==> run_1/m1.png <==
Scale bar: 50 um.
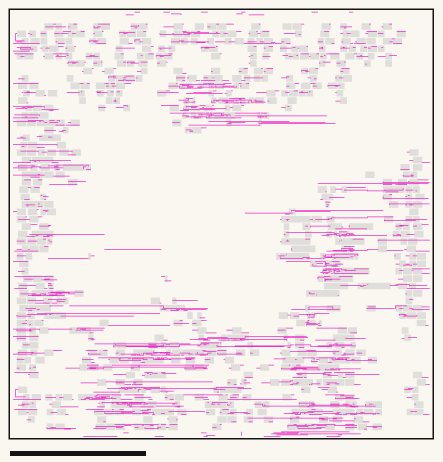
==> run_1/m2.png <==
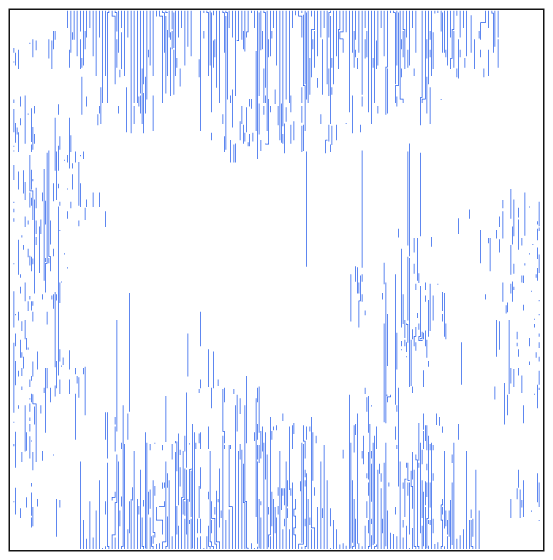
==> run_1/m3.png <==
Scale bar: 50 um.
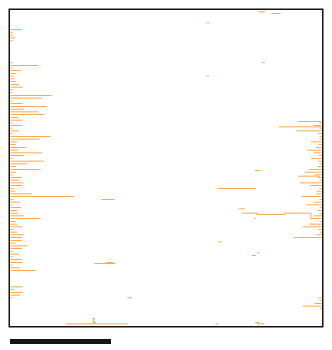
<file path="config.mk">
export PLATFORM = sky130hd
export DESIGN_NAME = iob_pbus_split_n
export DESIGN_NICKNAME = d
export VERILOG_FILES = /design/src/rtl/iob_pbus_pkg.sv /design/src/rtl/iob_pbus_split_tracker.sv /design/src/rtl/iob_pbus_split_n.sv
export SDC_FILE = /design/constraint.sdc
export NUM_CORES = 1
export LEC_CHECK = 0
export CORE_AREA = 2 2 153 155
export CTS_CLUSTER_SIZE = 30
export DETAILED_ROUTE_END_ITERATION = 10
export DIE_AREA = 0 0 155 157
export GPL_TIMING_DRIVEN = 0
export PLACE_DENSITY = 0.44
export SLEW_MARGIN = 20
export SYNTH_ARGS = -nofsm -noshare
export SYNTH_HDL_FRONTEND = slang
export SYNTH_SLANG_ARGS = --single-unit
export TNS_END_PERCENT = 10
</file>
<file path="constraint.sdc">
create_clock -name clk_i -period 6.6 [get_ports clk_i]
set_input_delay 0.99 -clock clk_i [delete_from_list [all_inputs] [get_ports clk_i]]
set_output_delay 0.99 -clock clk_i [all_outputs]
set_load 0.02 [all_outputs]
</file>
<file path="src/rtl/iob_pbus_pkg.sv">
// Shared constants and helpers for the IOb peripheral-bus splitter family.
package iob_pbus_pkg;

    localparam int          MAX_RD_LIMIT     = 15;
    localparam logic [31:0] ERR_DATA_DEFAULT = 32'hDEADBEEF;

    // Select field width; a 2-way split still needs one bit.
    function automatic int sel_width(input int n_mgr);
        return (n_mgr > 2) ? $clog2(n_mgr) : 1;
    endfunction

endpackage

</file>
<file path="src/rtl/iob_pbus_split_tracker.sv">
// Outstanding-read bookkeeping for iob_pbus_split_n: pending count/target,
// decode-error response timing and the read stall decision.
module iob_pbus_split_tracker
    import iob_pbus_pkg::*;
#(
    parameter int SEL_W  = 2,
    parameter int MAX_RD = 4
) (
    input  logic             clk_i,
    input  logic             cke_i,
    input  logic             rst_i,
    input  logic             req_rd,
    input  logic [SEL_W-1:0] req_sel,
    input  logic             req_in_range,
    input  logic             req_accept,
    input  logic             rsp_fire,
    output logic             stall_o,
    output logic             pend_any_o,
    output logic [SEL_W-1:0] pend_sel_o,
    output logic             pend_err_o,
    output logic             err_rv_o,
    output logic             err_o
);

    localparam int CNT_W = $clog2(MAX_RD + 1);

    logic [CNT_W-1:0] pend_cnt;
    logic [CNT_W-1:0] pend_cnt_nxt;
    logic             rd_accept;

    assign rd_accept  = req_accept & req_rd;
    assign pend_any_o = (pend_cnt != '0);

    // All outstanding reads must share one target so responses stay in order.
    always_comb begin
        // NOTE: every always_comb output gets a default first, so no path can infer a latch.
        stall_o = 1'b0;
        if (req_rd && pend_any_o) begin
            stall_o = (pend_cnt == CNT_W'(MAX_RD))
                    || (req_sel != pend_sel_o)
                    || (req_in_range == pend_err_o)
                    || !req_in_range;
        end
    end

    always_comb begin
        pend_cnt_nxt = pend_cnt;
        unique case ({rd_accept, rsp_fire})
            2'b10:   pend_cnt_nxt = pend_cnt + 1'b1;
            2'b01:   pend_cnt_nxt = pend_cnt - 1'b1;
            default: ;
        endcase
    end

    // NOTE: sequential state uses non-blocking assignments so all registers sample pre-edge values.
    always_ff @(posedge clk_i) begin
        if (cke_i) begin
            if (rst_i) begin
                pend_cnt   <= '0;
                pend_sel_o <= '0;
                pend_err_o <= 1'b0;
                err_rv_o   <= 1'b0;
                err_o      <= 1'b0;
            end else begin
                pend_cnt <= pend_cnt_nxt;
                if (rd_accept) begin
                    pend_sel_o <= req_sel;
                    pend_err_o <= ~req_in_range;
                end
                err_rv_o <= rd_accept & ~req_in_range;
                err_o    <= req_accept & ~req_in_range;
            end
        end
    end

endmodule

</file>
<file path="src/rtl/iob_pbus_split_n.sv">
// N-way IOb peripheral-bus splitter: decodes the top address bits to a manager
// port, pipelines reads to a single target and answers unmapped codes itself.
module iob_pbus_split_n
    import iob_pbus_pkg::*;
#(
    parameter int                N_MGR    = 4,
    parameter int                ADDR_W   = 8,
    parameter int                DATA_W   = 32,
    parameter int                MAX_RD   = 4,
    parameter logic [DATA_W-1:0] ERR_DATA = DATA_W'(ERR_DATA_DEFAULT),
    localparam int               SEL_W    = sel_width(N_MGR),
    localparam int               M_ADDR_W = ADDR_W - SEL_W,
    localparam int               STRB_W   = DATA_W / 8
) (
    input  logic                         clk_i,
    input  logic                         cke_i,
    input  logic                         rst_i,
    input  logic                         s_iob_valid_i,
    input  logic [ADDR_W-1:0]            s_iob_addr_i,
    input  logic [DATA_W-1:0]            s_iob_wdata_i,
    input  logic [STRB_W-1:0]            s_iob_wstrb_i,
    output logic                         s_iob_ready_o,
    output logic                         s_iob_rvalid_o,
    output logic [DATA_W-1:0]            s_iob_rdata_o,
    output logic [N_MGR-1:0]             m_iob_valid_o,
    output logic [N_MGR*M_ADDR_W-1:0]    m_iob_addr_o,
    output logic [N_MGR*DATA_W-1:0]      m_iob_wdata_o,
    output logic [N_MGR*STRB_W-1:0]      m_iob_wstrb_o,
    input  logic [N_MGR-1:0]             m_iob_ready_i,
    input  logic [N_MGR-1:0]             m_iob_rvalid_i,
    input  logic [N_MGR*DATA_W-1:0]      m_iob_rdata_i,
    output logic                         err_o
);

    if (N_MGR < 2 || N_MGR > 16 || MAX_RD < 1 || MAX_RD > MAX_RD_LIMIT) begin : g_bad_param
        $error("iob_pbus_split_n: N_MGR or MAX_RD out of range");
    end

    logic [SEL_W-1:0]  sel;
    logic              in_range;
    logic              rd;
    logic              stall;
    logic              accept;
    logic [N_MGR-1:0]  hit;
    logic [N_MGR-1:0]  pend_hit;
    logic              mgr_ready;
    logic              mgr_rvalid;
    logic [DATA_W-1:0] mgr_rdata;
    logic              pend_any;
    logic [SEL_W-1:0]  pend_sel;
    logic              pend_err;
    logic              err_rv;

    assign sel = s_iob_addr_i[ADDR_W-1 -: SEL_W];
    assign rd  = (s_iob_wstrb_i == '0);

    for (genvar g = 0; g < N_MGR; g++) begin : g_mgr
        assign hit[g]      = (sel == SEL_W'(g));
        assign pend_hit[g] = (pend_sel == SEL_W'(g));

        assign m_iob_valid_o[g]                        = s_iob_valid_i & hit[g] & ~stall & ~rst_i;
        assign m_iob_addr_o[g*M_ADDR_W +: M_ADDR_W]    = s_iob_addr_i[M_ADDR_W-1:0];
        assign m_iob_wdata_o[g*DATA_W +: DATA_W]       = s_iob_wdata_i;
        assign m_iob_wstrb_o[g*STRB_W +: STRB_W]       = hit[g] ? s_iob_wstrb_i : '0;
    end

    // Unmapped select codes match no hit bit, which is exactly the error class.
    assign in_range   = |hit;
    assign mgr_ready  = |(hit & m_iob_ready_i);
    assign mgr_rvalid = |(pend_hit & m_iob_rvalid_i);

    always_comb begin
        mgr_rdata = '0;
        for (int i = 0; i < N_MGR; i++) begin
            mgr_rdata |= m_iob_rdata_i[i*DATA_W +: DATA_W] & {DATA_W{pend_hit[i]}};
        end
    end

    // Decode-error requests are absorbed here, so they are always ready unless stalled.
    assign s_iob_ready_o  = ~rst_i & ~stall & (~in_range | mgr_ready);
    assign accept         = s_iob_valid_i & s_iob_ready_o;
    assign s_iob_rvalid_o = ~rst_i & pend_any & (pend_err ? err_rv : mgr_rvalid);
    assign s_iob_rdata_o  = pend_err ? ERR_DATA : mgr_rdata;

    iob_pbus_split_tracker #(
        .SEL_W  (SEL_W),
        .MAX_RD (MAX_RD)
    ) u_tracker (
        .clk_i        (clk_i),
        .cke_i        (cke_i),
        .rst_i        (rst_i),
        .req_rd       (rd),
        .req_sel      (sel),
        .req_in_range (in_range),
        .req_accept   (accept),
        .rsp_fire     (s_iob_rvalid_o),
        .stall_o      (stall),
        .pend_any_o   (pend_any),
        .pend_sel_o   (pend_sel),
        .pend_err_o   (pend_err),
        .err_rv_o     (err_rv),
        .err_o        (err_o)
    );

endmodule

</file>
==> impl_report.txt, run 1 <==
=== SYNTHESIS / PLACE & ROUTE SUMMARY ===
----------------------------------------------------
[Synthesis]
  Mean instance size in the synthesized netlist ........................ 9.35 sq um
  Cell type with the highest aggregate area in the netlist ........................ sky130_fd_sc_hd__buf_4
  Top cell types by occurrence after synthesis ........................ 153 x sky130_fd_sc_hd__buf_4, 33 x sky130_fd_sc_hd__mux4_2, 26 x sky130_fd_sc_hd__or2_1
  Warnings from Yosys ........................ 0
  Most numerous cell in the Yosys netlist ........................ sky130_fd_sc_hd__buf_4
  Async set-or-reset flop fraction in the synthesized netlist ........................ 0
  Netlist cell types ........................ 28

[Final layout]
  Clock network area share ........................ 0.0111
  Area of all placed cells without fillers ........................ 6750 sq um
  Number of flip-flops in the largest register ........................ 3
  Buffers, non-clock ........................ 517
  Combinational cell area excluding buffers and inverters ........................ 1340 sq um
  Registers with the highest flip-flop counts ........................ u_tracker.pend_cnt (3), u_tracker.pend_sel_o (2)
  Combinational gates ........................ 124
  Most common library cell in the layout ignoring fill and taps ........................ sky130_fd_sc_hd__clkdlybuf4s50_1
  Cell class with the largest area share ........................ non-clock buffers
  Number of fill cells in the layout ........................ 2,350
  Layout Nets ........................ 842

[Timing]
  Minimum clock period after layout ........................ 4.19 ns
  Final setup violating endpoints ........................ 0
  Transition time at the pin with the least slew margin ........................ 0.666 ns
  Setup Skew ........................ 0.00127 ns
  Final Hold Fails ........................ 0
  Setup_tns ........................ 0 ns
  Slew Limit Headroom ........................ 0.556
  Slew Limit Fails ........................ 0
  Setup repair after global routing missed its margin ........................ false
  Share of the clock period used by the worst path ........................ 0.634

[Clock tree]
  Register clock-pin slew on the reported worst setup and hold paths ........................ 0.04 ns
  Post-CTS Setup Inserts ........................ 0
  Resized cells post-CTS ........................ 0

[Detailed routing]
  Routed met2 length ........................ 8.11 mm
  Max Used Layer ........................ met5
  First drt pass iteration count ........................ 4
  WL met3 ........................ 834 um

[Floorplan]
  Tap cells ........................ 285
  Count of boundary I/O pins ........................ 391
  Die extent in y ........................ 157 um
  Initial Utilization ........................ 0.124
  Std cell rows ........................ 55
  Width of the die ........................ 155 um
  Core footprint ........................ 22,500 sq um

[Critical path]
  CP max stage cell ........................ sky130_fd_sc_hd__clkdlybuf4s50_1
  Worst reg2reg path depth ........................ 8
  Worst flop-to-flop path startpoint ........................ u_tracker.pend_err_o$_SDFFCE_PP0P_
  Critical Path Sink ........................ m_iob_valid_o[0]
  Arrival time of data at the critical path endpoint ........................ 3.20 ns
  Required arrival time at the worst endpoint ........................ 5.61 ns
  Worst Path Class, Setup ........................ primary input to output pin
  Delay of the slowest cell on the worst path ........................ 0.66 ns
  End of the worst register-to-register path ........................ u_tracker.pend_cnt[2]$_SDFFCE_PP0P_
  Depth of the critical timing path with buffers and inverters included ........................ 7
  Beginning of the critical path ........................ s_iob_addr_i[7]
  Combined buffer and inverter count along the critical path ........................ 2

[GRT]
  Met1 demand-to-capacity share in global routing ........................ 0.0982
  Wire length of the first global-routing pass ........................ 19.2 mm
  Total global-route track usage ........................ 0.101
  Routing usage on met2 ........................ 0.215

[Pwr]
  Logic power comb ........................ 503 uW
  Lkg Pwr ........................ 0.00272 uW
  Total power per unit cell area ........................ 99.6 nW/um^2
  Portion of total power attributed to the clock network ........................ 0.153
  Worst IR drop on VDD ........................ 0.0000673 V
  Proportion of total power due to net switching ........................ 0.332
  Power dissipated by switching net loads ........................ 223 uW
  Flip-flop and latch power ........................ 65.8 uW

[Worst hold path]
  Tightest Hold Check Type ........................ flip-flop to flip-flop
  End of the worst hold path ........................ u_tracker.pend_cnt[0]$_SDFFCE_PP0P_

[Run status]
  Result of the run ........................ complete, no violations

[Place]
  Port bufs ........................ 352

----------------------------------------------------
Back to the opening pictures, m1.png:
The layer holds 32% of the routed length. The longest straight run is 45.1 um. 718 nets have wire on it. The layer carries 4,350 um of wire.

Back to the opening pictures, m2.png:
The wires run mostly vertical. 757 nets have wire on it. The longest straight run is 49.0 um. The layer holds 60% of the routed length.

Back to the opening pictures, m3.png:
The layer holds 6.2% of the routed length. The layer carries 835 um of wire.
Total Routed Length: 13.5 mm
met3 track utilization from global routing: 0.0220

==> run 1: stage by stage <==
stage | util | total power (uW) | setup slack (ns)
after CTS | 0.300 | 682 | 2.34
after floorplan | - | 322 | 3.41
after detailed placement | 0.297 | 576 | 2.36
final | 0.300 | 672 | 2.41
after global placement | 0.297 | 574 | 2.33
after global routing | 0.300 | 708 | 2.25
==> run 1: kinds of logic (layout without fill, tap and decap cells) <==
kind of cell    after synthesis  in the layout  synth area share
compound gates                8              8            0.0260
xor+xnor                      4              4            0.0126
buf+inv                     168            523             0.436
other cells                   1              3           0.00135
mux                          35             35             0.274
flops                         8              8            0.0862
simple gates                 73             73             0.156
fa+ha+maj                     1              1           0.00718
==> run_1/clock_nets.png <==
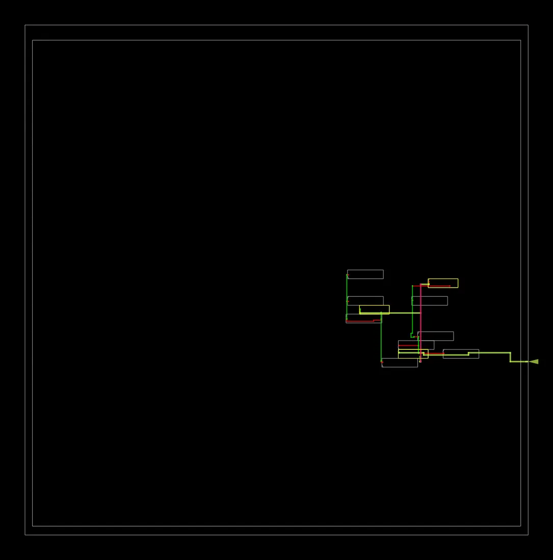

## Run 2: what changed since run 1
--- a/config.mk
+++ b/config.mk
@@ -5,12 +5,12 @@
 export SDC_FILE = /design/constraint.sdc
 export NUM_CORES = 1
 export LEC_CHECK = 0
-export CORE_AREA = 2 2 153 155
+export CORE_AREA = 2 2 154 156
 export CTS_CLUSTER_SIZE = 30
 export DETAILED_ROUTE_END_ITERATION = 10
-export DIE_AREA = 0 0 155 157
+export DIE_AREA = 0 0 156 158
 export GPL_TIMING_DRIVEN = 0
-export PLACE_DENSITY = 0.44
+export PLACE_DENSITY = 0.43
 export SLEW_MARGIN = 20
 export SYNTH_ARGS = -nofsm -noshare
 export SYNTH_HDL_FRONTEND = slang
==> constraint.sdc (replaced) <==
create_clock -name clk_i -period 4.32 [get_ports clk_i]
set_input_delay 0.648 -clock clk_i [delete_from_list [all_inputs] [get_ports clk_i]]
set_output_delay 0.648 -clock clk_i [all_outputs]
set_load 0.02 [all_outputs]
==> run_2/clock_nets.png <==
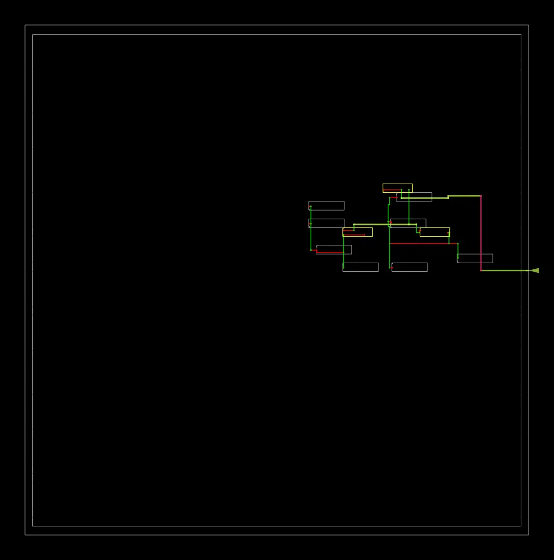
Setup Skew: 0.00299 ns
total number of sequential cells: 8
clock sinks: 8
power attributed to the clock group: 157 uW
clock buf count: 3

==> run_2/m2.png <==
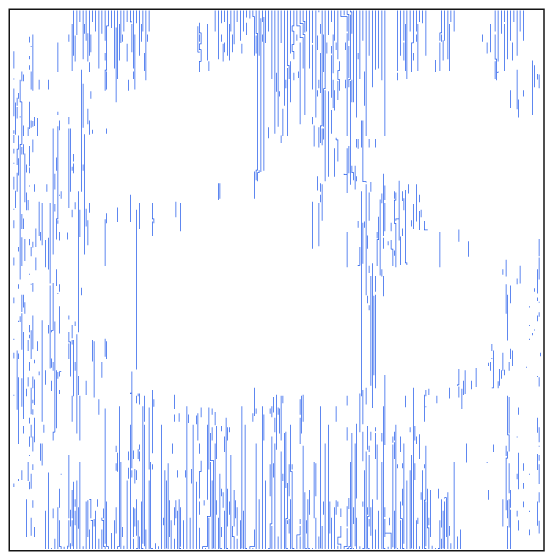
The wires run mostly vertical. The layer carries 7,780 um of wire. 747 nets have wire on it.

==> impl_report.txt, run 2 <==
=== SYNTHESIS / PLACE & ROUTE SUMMARY ===
----------------------------------------------------
[Run status]
  Result of the run ........................ complete, no violations

[Synthesis]
  Most numerous cell in the Yosys netlist ........................ sky130_fd_sc_hd__buf_4
  Cell type with the highest aggregate area in the netlist ........................ sky130_fd_sc_hd__buf_4
  Part of the Yosys area used for sequential elements ........................ 0.0862
  Compound-Gate Fraction of Synth Area ........................ 0.0260 (unchanged)
  Netlist cell types ........................ 28 (unchanged)
  Top cell types by occurrence after synthesis ........................ 153 x sky130_fd_sc_hd__buf_4, 33 x sky130_fd_sc_hd__mux4_2, 26 x sky130_fd_sc_hd__or2_1
  Ys flop type ........................ sky130_fd_sc_hd__edfxtp_1
  Adder-Cell Fraction of Synth Area ........................ 0.00718 (unchanged)
  Mean instance size in the synthesized netlist ........................ 9.35 sq um (unchanged)
  Warnings from Yosys ........................ 0 (unchanged)
  Async set-or-reset flop fraction in the synthesized netlist ........................ 0 (unchanged)
  Synth Area in XOR/XNOR ........................ 0.0126 (unchanged)

[Detailed routing]
  Max Used Layer ........................ met4
  Routed met2 length ........................ 7.78 mm (-4.1%)
  Total Routed Length ........................ 13.3 mm (-1.8%)
  WL met3 ........................ 925 um (+11%)
  Vias per cell ........................ 3.47

[Clock tree]
  Register clock-pin slew on the reported worst setup and hold paths ........................ 0.04 ns (about the same)

[Timing]
  Minimum clock period after layout ........................ 3.40 ns
  Final Hold Fails ........................ 0 (unchanged)
  Final setup violating endpoints ........................ 0 (unchanged)
  Setup_tns ........................ 0 ns (unchanged)
  Slew Limit Headroom ........................ 0.559 (+0.00271)
  Transition time at the pin with the least slew margin ........................ 0.662 ns (-0.00407 ns)
  Slew Limit Fails ........................ 0 (unchanged)
  Setup repair after global routing missed its margin ........................ false
  Share of the clock period used by the worst path ........................ 0.787

[Final layout]
  Registers with the highest flip-flop counts ........................ u_tracker.pend_cnt (3), u_tracker.pend_sel_o (2)
  Area of all placed cells without fillers ........................ 6760 sq um (about the same)
  Combinational gates ........................ 124 (unchanged)
  Layout Nets ........................ 842 (unchanged)
  Clock network area share ........................ 0.0111 (about the same)
  Cell class with the largest area share ........................ non-clock buffers
  Number of fill cells in the layout ........................ 2,416 (+2.8%)
  Number of flip-flops in the largest register ........................ 3 (unchanged)
  Most common library cell in the layout ignoring fill and taps ........................ sky130_fd_sc_hd__clkdlybuf4s50_1
  Combinational cell area excluding buffers and inverters ........................ 1340 sq um (unchanged)
  Register bank with the most flops ........................ u_tracker.pend_cnt
  Buffers, non-clock ........................ 517 (unchanged)

[Critical path]
  Startpoint types ........................ primary input
  Depth of the critical timing path with buffers and inverters included ........................ 7 (unchanged)
  Beginning of the critical path ........................ s_iob_addr_i[7]
  End of the worst register-to-register path ........................ u_tracker.pend_cnt[2]$_SDFFCE_PP0P_
  Required arrival time at the worst endpoint ........................ 3.67 ns (-1.94 ns)
  Worst Path Class, Setup ........................ primary input to output pin
  Delay of the slowest cell on the worst path ........................ 0.65 ns (about the same)
  Worst reg2reg path depth ........................ 8 (unchanged)
  Combined buffer and inverter count along the critical path ........................ 2 (unchanged)
  Worst flop-to-flop path startpoint ........................ u_tracker.pend_err_o$_SDFFCE_PP0P_

[GRT]
  Total global-route track usage ........................ 0.0984 (-0.00238)
  Wire length of the first global-routing pass ........................ 19.0 mm (-0.68%)
  Antenna violations before repair ........................ 0

[Floorplan]
  Die extent in y ........................ 158 um (+0.64%)
  Core footprint ........................ 23,100 sq um (+2.4%)
  Initial Utilization ........................ 0.121 (-0.00295)
  Count of boundary I/O pins ........................ 391 (unchanged)

[Place]
  Total instance count after detailed placement ........................ 942
  Port bufs ........................ 352 (unchanged)

[Job]
  Tally of max-capacitance violations ........................ 0

[Pwr]
  Worst IR drop on VDD ........................ 0.000104 V (+54%)
  Total power per unit cell area ........................ 152 nW/um^2 (+53%)
  Lkg Pwr ........................ 0.00272 uW (unchanged)

[Worst hold path]
  Tightest Hold Check Type ........................ flip-flop to flip-flop
  End of the worst hold path ........................ u_tracker.pend_cnt[0]$_SDFFCE_PP0P_

----------------------------------------------------
run 2: cell counts after synthesis:
Identical to the previous run, type by type.
run 2: where the power goes:
part	switching, uW	total (uW)	internal, uW
clock	37.9	157	120
sequential	6.03	101	94.7
combinational	297	769	472
run 2: through the flow:
step | util | total power, uW | setup slack (ns)
after floorplan | - | 492 | 1.61
after global placement | 0.290 | 876 | 0.873
after detailed placement | 0.290 | 881 | 0.826
after CTS | 0.293 | 1040 | 0.887
after global routing | 0.293 | 1080 | 0.776
final | 0.293 | 1030 | 0.921
run 2: per-layer routing:
metal	vias up	GRT usage
met5	-	0
met4	0	0.0183
met3	12	0.0211
met2	168	0.207
met1	1522	0.0980
li1	1576	-
Power and IR drop assume default switching activity.
